--- src/rtl/mul_pkg.sv ---
// mul_pkg: shared state encoding and default sizing for the multiplier path.
// Used by mul_host_adapter, its interface and the optional watchdog.
package mul_pkg;

   localparam int MUL_WIDTH   = 6;
   localparam int MUL_TIMEOUT = 64;

   typedef enum logic [2:0] {
      ST_IDLE,
      ST_START,
      ST_SEND_A,
      ST_SEND_B,
      ST_WAIT,
      ST_GET_LO,
      ST_RESP
   } mul_state_t;

endpackage

--- src/rtl/mul_host_adapter_if.sv ---
// mul_host_adapter_if: host request/response handshake plus the
// serial operand/product bus towards the Booth multiplier.
interface mul_host_adapter_if
   import mul_pkg::*;
#(
   parameter int WIDTH = MUL_WIDTH
);

   logic               req_valid;
   logic               req_ready;
   logic [WIDTH-1:0]   op_a;
   logic [WIDTH-1:0]   op_b;
   logic               res_valid;
   logic               res_ready;
   logic [2*WIDTH-1:0] result;
   logic               res_err;
   logic               mul_start;
   logic [WIDTH-1:0]   mul_in;
   logic [WIDTH-1:0]   mul_out;
   logic               mul_done;

   modport slave (
      input  req_valid,
      input  op_a,
      input  op_b,
      input  res_ready,
      input  mul_out,
      input  mul_done,
      output req_ready,
      output res_valid,
      output result,
      output res_err,
      output mul_start,
      output mul_in
   );

   modport master (
      output req_valid,
      output op_a,
      output op_b,
      output res_ready,
      output mul_out,
      output mul_done,
      input  req_ready,
      input  res_valid,
      input  result,
      input  res_err,
      input  mul_start,
      input  mul_in
   );

endinterface

--- src/rtl/mul_host_adapter_watchdog.sv ---
// mul_watchdog: counts WAIT cycles and flags expiry after TIMEOUT of them.
// Only instantiated when MUL_TIMEOUT_EN is defined.
module mul_watchdog
   import mul_pkg::*;
#(
   parameter int TIMEOUT = MUL_TIMEOUT
) (
   input  logic clk,
   input  logic rst_n,
   input  logic run,
   output logic expired
);

   localparam int CW = $clog2(TIMEOUT + 1);

   logic [CW-1:0] cnt_q;

   assign expired = run && (cnt_q == CW'(TIMEOUT - 1));

   // count while running, hold at expiry, clear whenever not running
   always_ff @(posedge clk or negedge rst_n) begin
      if (!rst_n) begin
         cnt_q <= '0;
      end else if (!run) begin
         cnt_q <= '0;
      end else if (!expired) begin
         cnt_q <= cnt_q + 1'b1;
      end
   end

endmodule

--- src/rtl/mul_host_adapter.sv ---
// mul_host_adapter: feeds an operand pair to a Booth multiplier and returns {hi,lo}.
// Optional macro MUL_TIMEOUT_EN adds a WAIT-state watchdog abort with res_err.
module mul_host_adapter
   import mul_pkg::*;
#(
   parameter int WIDTH   = MUL_WIDTH,
   parameter int TIMEOUT = MUL_TIMEOUT
) (
   input logic               clk,
   input logic               rst_n,
   mul_host_adapter_if.slave bus
);

   mul_state_t         state_q;
   mul_state_t         state_d;
   logic [WIDTH-1:0]   a_q;
   logic [WIDTH-1:0]   b_q;
   logic [2*WIDTH-1:0] res_q;
   logic               hs_req;
   logic               cap_hi;
   logic               cap_lo;

   if (TIMEOUT < 1) begin : g_bad_timeout
      $error("mul_host_adapter: TIMEOUT must be at least 1");
   end

   assign hs_req = (state_q == ST_IDLE) && bus.req_valid;
   assign cap_hi = (state_q == ST_WAIT) && bus.mul_done;
   assign cap_lo = (state_q == ST_GET_LO);

`ifdef MUL_TIMEOUT_EN
   logic expired;
   logic abort;
   logic err_q;

   mul_watchdog #(
      .TIMEOUT (TIMEOUT)
   ) u_wdog (
      .clk     (clk),
      .rst_n   (rst_n),
      .run     (state_q == ST_WAIT),
      .expired (expired)
   );

   // a completion in the expiry cycle still wins over the abort
   assign abort = (state_q == ST_WAIT) && !bus.mul_done && expired;

   // error flag: cleared on a new request, set on abort
   always_ff @(posedge clk or negedge rst_n) begin
      if (!rst_n) begin
         err_q <= 1'b0;
      end else if (hs_req) begin
         err_q <= 1'b0;
      end else if (abort) begin
         err_q <= 1'b1;
      end
   end

   assign bus.res_err = err_q;
`else
   assign bus.res_err = 1'b0;
`endif

   // state register
   always_ff @(posedge clk or negedge rst_n) begin
      if (!rst_n) begin
         state_q <= ST_IDLE;
      end else begin
         state_q <= state_d;
      end
   end

   // next-state: fixed send sequence, then wait for the multiplier
   always_comb begin
      state_d = state_q;
      unique case (state_q)
         ST_IDLE:   if (bus.req_valid) state_d = ST_START;
         ST_START:  state_d = ST_SEND_A;
         ST_SEND_A: state_d = ST_SEND_B;
         ST_SEND_B: state_d = ST_WAIT;
         ST_WAIT: begin
            if (bus.mul_done) begin
               state_d = ST_GET_LO;
`ifdef MUL_TIMEOUT_EN
            end else if (abort) begin
               state_d = ST_RESP;
`endif
            end
         end
         ST_GET_LO: state_d = ST_RESP;
         ST_RESP:   if (bus.res_ready) state_d = ST_IDLE;
         default:   state_d = ST_IDLE;
      endcase
   end

   // operand latch on request handshake
   always_ff @(posedge clk or negedge rst_n) begin
      if (!rst_n) begin
         a_q <= '0;
         b_q <= '0;
      end else if (hs_req) begin
         a_q <= bus.op_a;
         b_q <= bus.op_b;
      end
   end

   // product capture: high half on completion, low half one cycle later
   always_ff @(posedge clk or negedge rst_n) begin
      if (!rst_n) begin
         res_q <= '0;
      end else if (cap_hi) begin
         res_q[2*WIDTH-1:WIDTH] <= bus.mul_out;
      end else if (cap_lo) begin
         res_q[WIDTH-1:0] <= bus.mul_out;
`ifdef MUL_TIMEOUT_EN
      end else if (abort) begin
         res_q <= '0;
`endif
      end
   end

   // outputs decode only from registered state and data
   always_comb begin
      bus.req_ready = 1'b0;
      bus.res_valid = 1'b0;
      bus.mul_start = 1'b0;
      bus.mul_in    = '0;
      unique case (state_q)
         ST_IDLE:   bus.req_ready = 1'b1;
         ST_START:  bus.mul_start = 1'b1;
         ST_SEND_A: bus.mul_in    = a_q;
         ST_SEND_B: bus.mul_in    = b_q;
         ST_RESP:   bus.res_valid = 1'b1;
         default:   ;
      endcase
   end

   assign bus.result = res_q;

endmodule

--- src/flat_wrapper.sv ---
// flat-port wrapper written by rule: the top's interface ports become plain ports
module mul_host_adapter_flat import mul_pkg::*;
#(
   parameter int WIDTH   = MUL_WIDTH,
   parameter int TIMEOUT = MUL_TIMEOUT
)
  (clk, rst_n, bus_req_valid, bus_op_a, bus_op_b, bus_res_ready, bus_mul_out, bus_mul_done, bus_req_ready, bus_res_valid, bus_result, bus_res_err, bus_mul_start, bus_mul_in);
  mul_host_adapter_if #(.WIDTH(WIDTH)) bus_i ();
  input logic clk;
  input logic rst_n;
  input wire logic [$bits(bus_i.req_valid)-1:0] bus_req_valid;
  input wire logic [$bits(bus_i.op_a)-1:0] bus_op_a;
  input wire logic [$bits(bus_i.op_b)-1:0] bus_op_b;
  input wire logic [$bits(bus_i.res_ready)-1:0] bus_res_ready;
  input wire logic [$bits(bus_i.mul_out)-1:0] bus_mul_out;
  input wire logic [$bits(bus_i.mul_done)-1:0] bus_mul_done;
  output wire logic [$bits(bus_i.req_ready)-1:0] bus_req_ready;
  output wire logic [$bits(bus_i.res_valid)-1:0] bus_res_valid;
  output wire logic [$bits(bus_i.result)-1:0] bus_result;
  output wire logic [$bits(bus_i.res_err)-1:0] bus_res_err;
  output wire logic [$bits(bus_i.mul_start)-1:0] bus_mul_start;
  output wire logic [$bits(bus_i.mul_in)-1:0] bus_mul_in;
  assign bus_i.req_valid = bus_req_valid;
  assign bus_i.op_a = bus_op_a;
  assign bus_i.op_b = bus_op_b;
  assign bus_i.res_ready = bus_res_ready;
  assign bus_i.mul_out = bus_mul_out;
  assign bus_i.mul_done = bus_mul_done;
  assign bus_req_ready = bus_i.req_ready;
  assign bus_res_valid = bus_i.res_valid;
  assign bus_result = bus_i.result;
  assign bus_res_err = bus_i.res_err;
  assign bus_mul_start = bus_i.mul_start;
  assign bus_mul_in = bus_i.mul_in;
  mul_host_adapter #(.WIDTH(WIDTH), .TIMEOUT(TIMEOUT)) u_core (.clk(clk), .rst_n(rst_n), .bus(bus_i));
endmodule
--- config.mk ---
export PLATFORM = sky130hd
export DESIGN_NAME = mul_host_adapter_flat
export DESIGN_NICKNAME = d
export VERILOG_FILES = /design/src/rtl/mul_pkg.sv /design/src/rtl/mul_host_adapter_if.sv /design/src/rtl/mul_host_adapter_watchdog.sv /design/src/rtl/mul_host_adapter.sv /design/src/flat_wrapper.sv
export SDC_FILE = /design/constraint.sdc
export NUM_CORES = 1
export LEC_CHECK = 0
export CAP_MARGIN = 20
export CORE_MARGIN = 2
export CORE_UTILIZATION = 45
export CTS_CLUSTER_SIZE = 40
export DETAILED_ROUTE_END_ITERATION = 10
export GPL_TIMING_DRIVEN = 0
export PLACE_DENSITY = 0.93
export SLEW_MARGIN = 20
export SYNTH_ARGS = -nofsm -noshare
export SYNTH_HDL_FRONTEND = slang
export SYNTH_HIERARCHICAL = 1
export SYNTH_SLANG_ARGS = --single-unit
--- constraint.sdc ---
create_clock -name clk -period 4.6 [get_ports clk]
set_clock_uncertainty 0.15 [all_clocks]
set_input_delay 1.15 -clock clk [delete_from_list [all_inputs] [get_ports clk]]
set_output_delay 1.15 -clock clk [all_outputs]
set_load 0.05 [all_outputs]
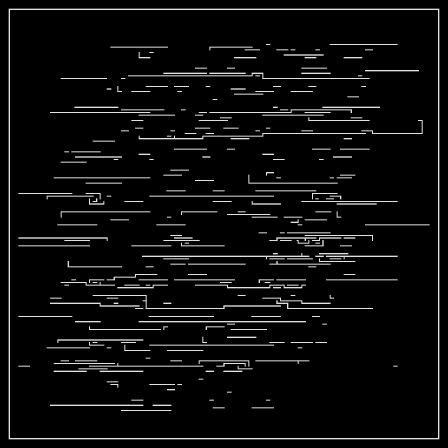
*Signal wires on met1*
- wire length on this layer: 1,020 microns
- longest straight run: 21.6 microns
- nets with wire on the layer: 135
- share of all routed wire: 43%
- main direction: horizontal
number of vias after detailed routing: 825
met1 demand-to-capacity share in global routing: 0.215
wirelength, routed: 2340 microns

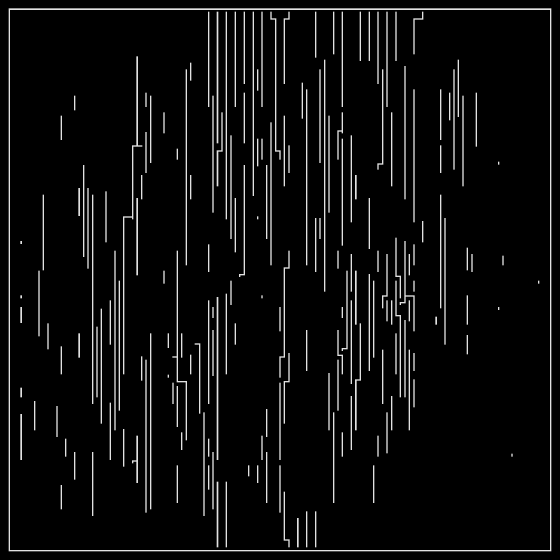
*The metal 2 layer*
- share of all routed wire: 50%
- longest straight run: 23.8 microns
GR met2 Demand/Resource: 0.265

==> out/qor_table.md <==
| Item | Reported |
|:---|:---|
| Outcome | completed |
| Remaining max-slew budget at the tightest pin | 0.606 |
| Area taken by multi-input logic gates | 477 sq um |
| GRT Total Usage | 0.168 |
| Crit start category | flop |
| Number of buffers between clock root and the deepest sink | 2 |
| Max cap viols | 0 |
| Synth Seq Share | 0.563 |
| Top logic family | multiplexers |
| CP Class | reg2out |
| Unrepaired setup endpoints after global routing | no |
| Num ports | 45 |
| Leftover overflow at the end of global routing | 0 |
| Cell types occupying the most area after synthesis | dfrtp_1 (56%), mux2_2 (22%), mux2i_1 (5.0%) |
| Number of hold buffers added after cts | 0 |
| Die width | 55.7 microns |
| Half-perimeter wire length after detailed placement | 1780 microns |
| Vias in the first global route | 903 |
| Routed wirelength normalized by instance count | 14.3 microns |
| GPL Wtd Cong | 0.693 |
| H-tree levels | 1 |
| Die Area | 3100 sq um |
| Netlist area before placement | 1200 sq um |
| Fin crit period | 3.49 ns |
| Number of endpoints with negative hold slack in the final report | 0 |
| Yosys synthesis chip area | 1200 sq um |
| FF+latch count, synth | 27 |
| Post-synth tally of flip-flops with integrated enable | 0 |
| Maximum number of pins on one net before global-route repair | 28 |
| Commonest cells post-synth | dfrtp_1 (27), mux2_2 (23), nor2_1 (7), mux2i_1 (6) |
| Cell row count | 18 |
| Fraction of final layout cells with drive strength greater than 1 | 0.254 |
| Fmax | 286 MHz |
| Clock latency at the later pin of the worst-skew pair | 0.32 ns |
| Number of clock buffers inserted by TritonCTS | 3 |
| Flip-flop and latch area | 676 sq um |
| Instance tally after logic synthesis | 87 |
| Starting utilization of the core area | 0.480 |
| Xor+xnor area frac | 0 |
| Resized cells post-CTS | 0 |
| Library cell with the highest instance count after synthesis | dfrtp_1 |
| Proportion of synthesized flip-flops having asynchronous set or reset | 1.00 |
| Number of slew-limit violations in the final report | 0 |
| Data arrival time of the critical path | 2.19 ns |
| Filler cell count in the final layout | 187 |
| Critical Path Sink Type | output port |
| Period utilization | 0.760 |
| Unique masters post-synth | 21 |
| Global-route wire length before repair | 4170 microns |
| Synth Area in Simple Gates | 0.0927 |
| Maximum fanout encountered on the critical timing path | 10 |
| Total DRC errors in the routed layout | 0 |
| Clock-pin transition on the worst setup and hold timing paths | 0.13 ns |
| Log Warnings | 26 |
| Buffer count from post-CTS setup fixing | 0 |
| Core region area | 2500 sq um |
| Net count after synthesis | 110 |
| LEAKAGE | 0.000711 uW |
| Summed negative setup slack over all endpoints | 0 ns |
| Required @ worst endpoint | 3.30 ns |
| Type of the worst min-delay path | reg2reg |
| Vias/cell | 5.03 |
| Synthesis-to-layout area growth | 40.7% |
| Mean cell area of the mapped netlist | 13.8 sq um |
| CTS tree | done |
| Fraction of synthesized cell area taken by the top area cell type | 0.563 |
| Total number of yosys warnings | 6 |
| Least-Margin Pin Slew | 0.592 ns |
| Buffers added on ports | 43 |
| Final total power | 1360 uW |
| Antenna violations before repair | 0 |
| Aoi/oai-family share of the synthesized area | 0.0260 |
| Power per cell area | 802 nW/um^2 |
| Final setup violation count | 0 |
| Drt first-iter violations | 6 |
layer usage:
metal  global-route usage  share of wire  vias to the layer above
li1                     -              -                      394
met1                0.215           0.43                      398
met2                0.265           0.49                       27
met3               0.0488          0.055                        6
met4               0.0697          0.015                        0
met5                    0              0                        -
logic make-up after synthesis:
group / count (synthesis)
muxes: 30
DFF: 27
and+or+nand+nor: 17
buffers and inverters: 7
AOI/OAI and AO/OA: 5
other: 1
through the flow:
stage,worst slack (ns),util,hold slack (ns),cells,instance area [sq um]
floorplan,1.57,-,0.307,87,1200
global placement,1.50,0.668,0.317,160,1670
detailed placement,1.46,0.666,0.340,160,1660
CTS,1.08,0.676,0.370,164,1690
global route,0.985,0.676,0.390,164,1690
finish,1.11,0.676,0.370,164,1690
cells in the final DEF (no fill, tap or decap):
cell type         n
dfrtp_1          27
conb_1            1
clkbuf_1          1
buf_4             1
mux2i_1           6
nor3_1            1
buf_6             2
nand2b_1          3
o21ai_0           2
clkbuf_4          3
inv_1             1
and3_1            1
nand3b_1          2
nor4bb_1          1
o2bb2ai_1         1
o21bai_1          1
clkdlybuf4s50_1  42
a21oi_1           1
nor4b_4           1
and2_1            1
mux2_2           23
mux2_1            1
nor2_1            7
buf_2             4
sequential cells by signal, summed over array words and instances (netlist names):
| signal | count |
|---|---|
| u_core/a_q | 6 |
| u_core/bus.result | 12 |
| u_core/state_q | 3 |
| u_core/b_q | 6 |
critical path, cell delays in order (launching register included):
cell and delay, ns:
dfrtp_1 0.51, buf_2 0.31, mux2i_1 0.12, nor2_1 0.12, clkdlybuf4s50_1 0.83
power breakdown:
group / total (uW) / internal [uW] / leakage (uW) / switching (uW)
clock: 99.1 / 33.9 / 0.0000150 / 65.2
combinational: 833 / 339 / 0.000375 / 494
sequential: 423 / 357 / 0.000321 / 65.7
cell type report:
cell class / instances / area share
repair buffers: 43 / 0.252
inverters: 1 / 0.00222
plain buffers: 6 / 0.0266
clock buffers: 4 / 0.0155
well taps: 30 / 0.0222
flip-flops and latches: 27 / 0.400
multi-input cells: 53 / 0.282
final timing paths:
kind	slack [ns]	depth (start not counted)	from	to
max	1.11	4	u_core/state_q[0]$_DFFE_PN0P_	bus_mul_in[3]
min	0.37	1	u_core/a_q[4]$_DFFE_PN0P_	u_core/a_q[4]$_DFFE_PN0P_
max reg2reg	2.89	4	u_core/state_q[1]$_DFFE_PN0P_	u_core/a_q[1]$_DFFE_PN0P_
min reg2reg	0.37	1	u_core/a_q[4]$_DFFE_PN0P_	u_core/a_q[4]$_DFFE_PN0P_
max in group asynchronous	3.25	1	rst_n	u_core/b_q[0]$_DFFE_PN0P_
min in group asynchronous	0.66	1	rst_n	u_core/bus.result[11]$_DFFE_PN0P_
No activity file was given, so power comes from the tool's default toggle rates.
